==> src/rtl/mem_port_arbiter.sv <==
// rtl/mem_port_arbiter.sv - CPU / loader arbiter for the unified memory data port
// Define MEM_ARB_ROUND_ROBIN_EN for round-robin tie-break; default build gives ties to the CPU.
`ifndef WORD_WIDTH
`define WORD_WIDTH 16
`endif

module mem_port_arbiter #(
  parameter int MAX_LOCK = 16,
  parameter int CNT_W    = 5
) (
  input  logic                   clk,
  input  logic                   rst_n,
  input  logic                   cpu_req,
  input  logic                   cpu_we,
  input  logic                   cpu_lock,
  input  logic [`WORD_WIDTH-1:0] cpu_addr,
  input  logic [`WORD_WIDTH-1:0] cpu_wdata,
  output logic                   cpu_gnt,
  output logic                   cpu_rvalid,
  output logic [`WORD_WIDTH-1:0] cpu_rdata,
  input  logic                   ldr_req,
  input  logic                   ldr_we,
  input  logic                   ldr_lock,
  input  logic [`WORD_WIDTH-1:0] ldr_addr,
  input  logic [`WORD_WIDTH-1:0] ldr_wdata,
  output logic                   ldr_gnt,
  output logic                   ldr_rvalid,
  output logic [`WORD_WIDTH-1:0] ldr_rdata,
  output logic [`WORD_WIDTH-1:0] mem_addr,
  output logic [`WORD_WIDTH-1:0] mem_wdata,
  output logic                   mem_we,
  input  logic [`WORD_WIDTH-1:0] mem_rdata
);

  localparam logic [CNT_W-1:0] CNT_CAP = CNT_W'(MAX_LOCK - 1);

  typedef enum logic [1:0] {
    IDLE    = 2'd0,
    OWN_CPU = 2'd1,
    OWN_LDR = 2'd2
  } state_e;

  state_e                   state_q, state_d;
  logic [CNT_W-1:0]         lock_cnt_q, lock_cnt_d;
  logic                     cpu_rvalid_q, ldr_rvalid_q;
  logic [`WORD_WIDTH-1:0]   cpu_rdata_q, ldr_rdata_q;
  logic                     tie_to_cpu;

`ifdef MEM_ARB_ROUND_ROBIN_EN
  // Set when the CPU was the most recent side to take ownership.
  logic last_cpu_q, last_cpu_d;

  assign tie_to_cpu = !last_cpu_q;

  always_comb begin
    last_cpu_d = last_cpu_q;
    if (state_d == OWN_CPU)      last_cpu_d = 1'b1;
    else if (state_d == OWN_LDR) last_cpu_d = 1'b0;
  end

  always_ff @(posedge clk or negedge rst_n) begin
    if (!rst_n) last_cpu_q <= 1'b0;
    else        last_cpu_q <= last_cpu_d;
  end
`else
  assign tie_to_cpu = 1'b1;
`endif

  always_comb begin
    state_d    = state_q;
    lock_cnt_d = '0;
    cpu_gnt    = 1'b0;
    ldr_gnt    = 1'b0;
    mem_addr   = '0;
    mem_wdata  = '0;
    mem_we     = 1'b0;
    case (state_q)
      IDLE: begin
        if (cpu_req && (!ldr_req || tie_to_cpu)) state_d = OWN_CPU;
        else if (ldr_req)                        state_d = OWN_LDR;
      end
      OWN_CPU: begin
        cpu_gnt   = cpu_req;
        mem_addr  = cpu_addr;
        mem_wdata = cpu_wdata;
        mem_we    = cpu_we && cpu_req;
        // A locked owner keeps the port until it has used the cap while the rival waits.
        if (cpu_req && cpu_lock && !(ldr_req && lock_cnt_q == CNT_CAP)) begin
          lock_cnt_d = (lock_cnt_q == CNT_CAP) ? lock_cnt_q : lock_cnt_q + 1'b1;
        end else if (ldr_req) begin
          state_d = OWN_LDR;
        end else if (!cpu_req) begin
          state_d = IDLE;
        end
      end
      OWN_LDR: begin
        ldr_gnt   = ldr_req;
        mem_addr  = ldr_addr;
        mem_wdata = ldr_wdata;
        mem_we    = ldr_we && ldr_req;
        if (ldr_req && ldr_lock && !(cpu_req && lock_cnt_q == CNT_CAP)) begin
          lock_cnt_d = (lock_cnt_q == CNT_CAP) ? lock_cnt_q : lock_cnt_q + 1'b1;
        end else if (cpu_req) begin
          state_d = OWN_CPU;
        end else if (!ldr_req) begin
          state_d = IDLE;
        end
      end
      default: state_d = IDLE;
    endcase
  end

  always_ff @(posedge clk or negedge rst_n) begin
    if (!rst_n) begin
      state_q      <= IDLE;
      lock_cnt_q   <= '0;
      cpu_rvalid_q <= 1'b0;
      ldr_rvalid_q <= 1'b0;
      cpu_rdata_q  <= '0;
      ldr_rdata_q  <= '0;
    end else begin
      state_q      <= state_d;
      lock_cnt_q   <= lock_cnt_d;
      cpu_rvalid_q <= cpu_gnt && !cpu_we;
      ldr_rvalid_q <= ldr_gnt && !ldr_we;
      if (cpu_gnt && !cpu_we) cpu_rdata_q <= mem_rdata;
      if (ldr_gnt && !ldr_we) ldr_rdata_q <= mem_rdata;
    end
  end

  assign cpu_rvalid = cpu_rvalid_q;
  assign ldr_rvalid = ldr_rvalid_q;
  assign cpu_rdata  = cpu_rdata_q;
  assign ldr_rdata  = ldr_rdata_q;

endmodule

==> config.mk <==
export PLATFORM = sky130hd
export DESIGN_NAME = mem_port_arbiter
export DESIGN_NICKNAME = d
export VERILOG_FILES = /design/src/rtl/mem_port_arbiter.sv
export SDC_FILE = /design/constraint.sdc
export NUM_CORES = 1
export LEC_CHECK = 0
export CELL_PAD_IN_SITES_DETAIL_PLACEMENT = 1
export CELL_PAD_IN_SITES_GLOBAL_PLACEMENT = 2
export CORE_UTILIZATION = 21
export DETAILED_ROUTE_END_ITERATION = 10
export PLACE_DENSITY = 0.86
export SLEW_MARGIN = 40
export SYNTH_ARGS = -nofsm -noshare
export SYNTH_HDL_FRONTEND = slang
export SYNTH_SLANG_ARGS = --single-unit
==> constraint.sdc <==
create_clock -name clk -period 3.8 [get_ports clk]
set_input_delay 0.38 -clock clk [delete_from_list [all_inputs] [get_ports clk]]
set_output_delay 0.38 -clock clk [all_outputs]
set_load 0.005 [all_outputs]
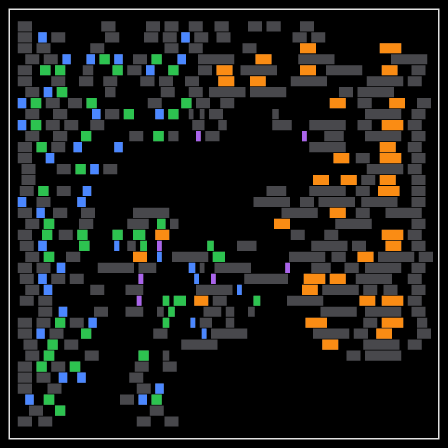
**Above:** selected gate families.
family	colour	cells
inv cells	purple	7
aoi and oai cells	green	44
nor cells	blue	39
mux cells	orange	35
multi-input gate share of the layout cell area: 27.99%
dominant logic cell type in the layout: sky130_fd_sc_hd__clkdlybuf4s50_1
Cell Count, Final, Fillers Out: 487

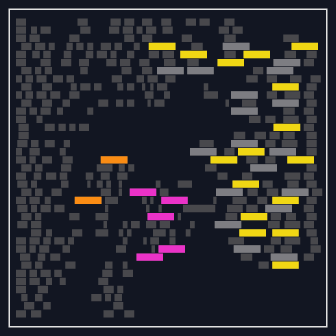
**Above:** register map, names as in the netlist.
Other sequential cells in the stronger grey, the rest of the logic in the fainter grey.
signal	colour	sequential cells
lock_cnt_q	magenta	5
cpu_rdata	yellow	16
state_q	orange	2
not coloured	18
FF/Latch Area: 1026 sq um
flop share of the area: 25.47%
sequential cell power: 0.000715 W
fraction of the core area covered by cells at the end of the flow: 38.67%

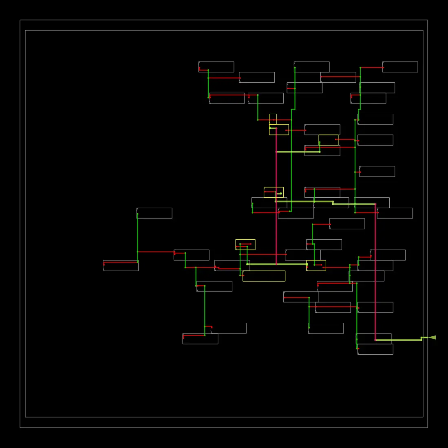
**Above:** clock nets.
final worst clock skew: 0.004508 ns
clock latency reported for the late side of the worst-skew pair: 0.29 ns
Clock buffer cells: 5

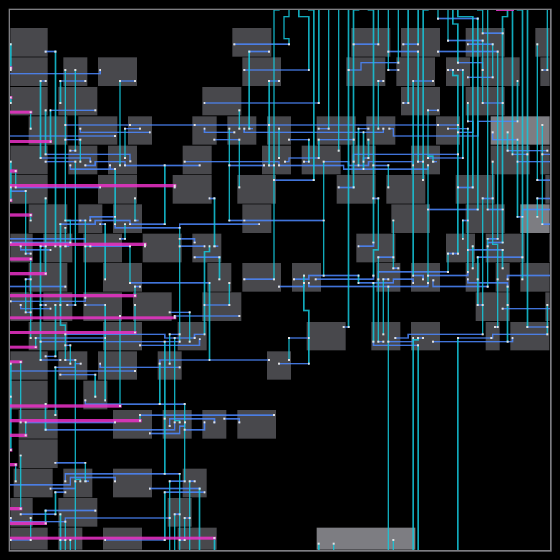
**Above:** zoomed window.
Region (2, 55) to (52, 105) microns. Cells in grey, sequential cells in the stronger grey; small squares are vias.
layer	colour
M2	cyan
M1	blue
M3	magenta
most frequent	clkdlybuf4s50_1 (60), nor2b_1 (20), a22oi_1 (17)
cells with their middle in the window	107
netlist names of flops here include	cpu_rdata (1), state_q (1)
sequential cells in the window	2

==> commit_impl_results.txt <==
Store results of the implementation flow

* Part of the Yosys area used for sequential elements: 45.13%
- Total power: 0.002519 W
* Footprint of the multi-input gates: 1127 sq um
* Sort of element at the start of the critical path: flip-flop
- For reference, full adder, half adder and majority cells occupy under 10% of the area reported after synthesis.
- Clock network power for this build is approximately 0.00034 W.
* Worst endpoint data arrival time: between 2 and 3 ns
* Post-synth mux share: 18.66%
* Number of buffer and inverter stages on the critical path: 3
- RSZ-0062 raised after global routing: false
- Area growth syn-to-layout: 77.16%
- Yosys cell count: about 200
* Simple-Gate Area Share: 13.59%
- Most frequent logic cells in the routed design: sky130_fd_sc_hd__clkdlybuf4s50_1 (155), sky130_fd_sc_hd__dfrtp_1 (41), sky130_fd_sc_hd__a22oi_1 (33)
- Number of failing hold endpoints at the final stage: 0
- Critical Path Sink: mem_wdata[0]
- Antenna fix cells: 0
- Clock tree cell share of total cell area: under 10%
- The initial antenna violation count came to 0.
- Flip-flop and latch count after synthesis: around 40
- The clock passes through at most 2 buffers.
* GRT Overall Usage: around an eighth
- The filler cells instantiated in the layout total approximately 1,200.
- CP cell instances: inv_1, ha_1, buf_4, a22oi_1, nor2b_1, clkdlybuf4s50_1
* Dominant kind of combinational cell: multiplexers
- The worst setup path is captured at an output pin.
- The overall die size recorded for this design is 11,250 sq um.
- Worst supply voltage drop on vdd: around 0.25 mV
* First-pass iteration count of the detailed router: 4
* Uppermost signal routing layer after detailed routing: met4
* Top cells by instance count after synthesis: sky130_fd_sc_hd__dfrtp_1 (41), sky130_fd_sc_hd__a22oi_1 (33), sky130_fd_sc_hd__nor2b_1 (32), sky130_fd_sc_hd__mux2_2 (23), sky130_fd_sc_hd__clkbuf_1 (10)
- Result of the run: finished clean
- Period Utilization, post-route: between 70% and 80%
- Largest Pwr Group: combinational cells
* Layout non-clock buf frac: 39.08%
- After synthesis, the cell types taking the most area are sky130_fd_sc_hd__dfrtp_1 (45%), sky130_fd_sc_hd__mux2_2 (11%), sky130_fd_sc_hd__a22oi_1 (11%), sky130_fd_sc_hd__nor2b_1 (8.8%), sky130_fd_sc_hd__mux2_4 (5.9%).
- Cells with a size suffix above 1 make up between 10% and 20% of the layout.
- Multi-input combinational cell count: ~140
* Reported combinational group power: ~0.0015 W
* Worst reg2reg setup slack: 1.40 ns
* Number of flip-flops and latches: between 40 and 50
- Largest net degree at the start of global routing: 42
* Largest driver fanout on the critical path: 20
* Instance count after placement with tap cells included: approximately 480
* Time the final worst path needs with I/O delays and setup: 2.998 ns
* Type of the setup path with the least slack: flip-flop to output pin
* Number of gates resized after cts: 0
* DPL Wire Length: about 5500 microns
- Cell internal power dissipation: about 0.0018 W
- Recorded from the global router log, the overflow total was 0.
- The script logs the mean routed wire length per placed instance as around 15 microns.
* GR Layer Usage met2: about 22%
- Cell area after synthesis: around 2300 sq um
- Gate Count Post-Synth: around 200
* Avg Cell Area, Syn: roughly 11 sq um
- Final design area excluding fillers: slightly above 4000 sq um
- Detailed placement reports a standard cell area of 3924 sq um.
* Post-synthesis net count: around 300
- Area fraction in xor and xnor cells: less than 1%
- Yosys-reported design area after synthesis: roughly 2300 sq um
- Crit-path slowest cell: sky130_fd_sc_hd__ha_1
- Detailed routing placed a total of 591 microns of wire on met3.
- Wire length on met2: about 3500 microns
- STA reports the tightest min-delay check as being of type primary input to async pin.
* Setup TNS after final layout: 0 ns
- Post-CTS Setup Inserts: 0
- The required time at the worst endpoint is listed as between 3 and 4 ns.
- The flow inserted roughly 140 tap cells.
- Number of warnings the tools reported: 29
- The floorplan step set the die height to about 110 microns.
- Crit Reg-Reg Startpoint: state_q[1]$_DFFE_PN0P_
Power is estimated from default activity; no workload was simulated.
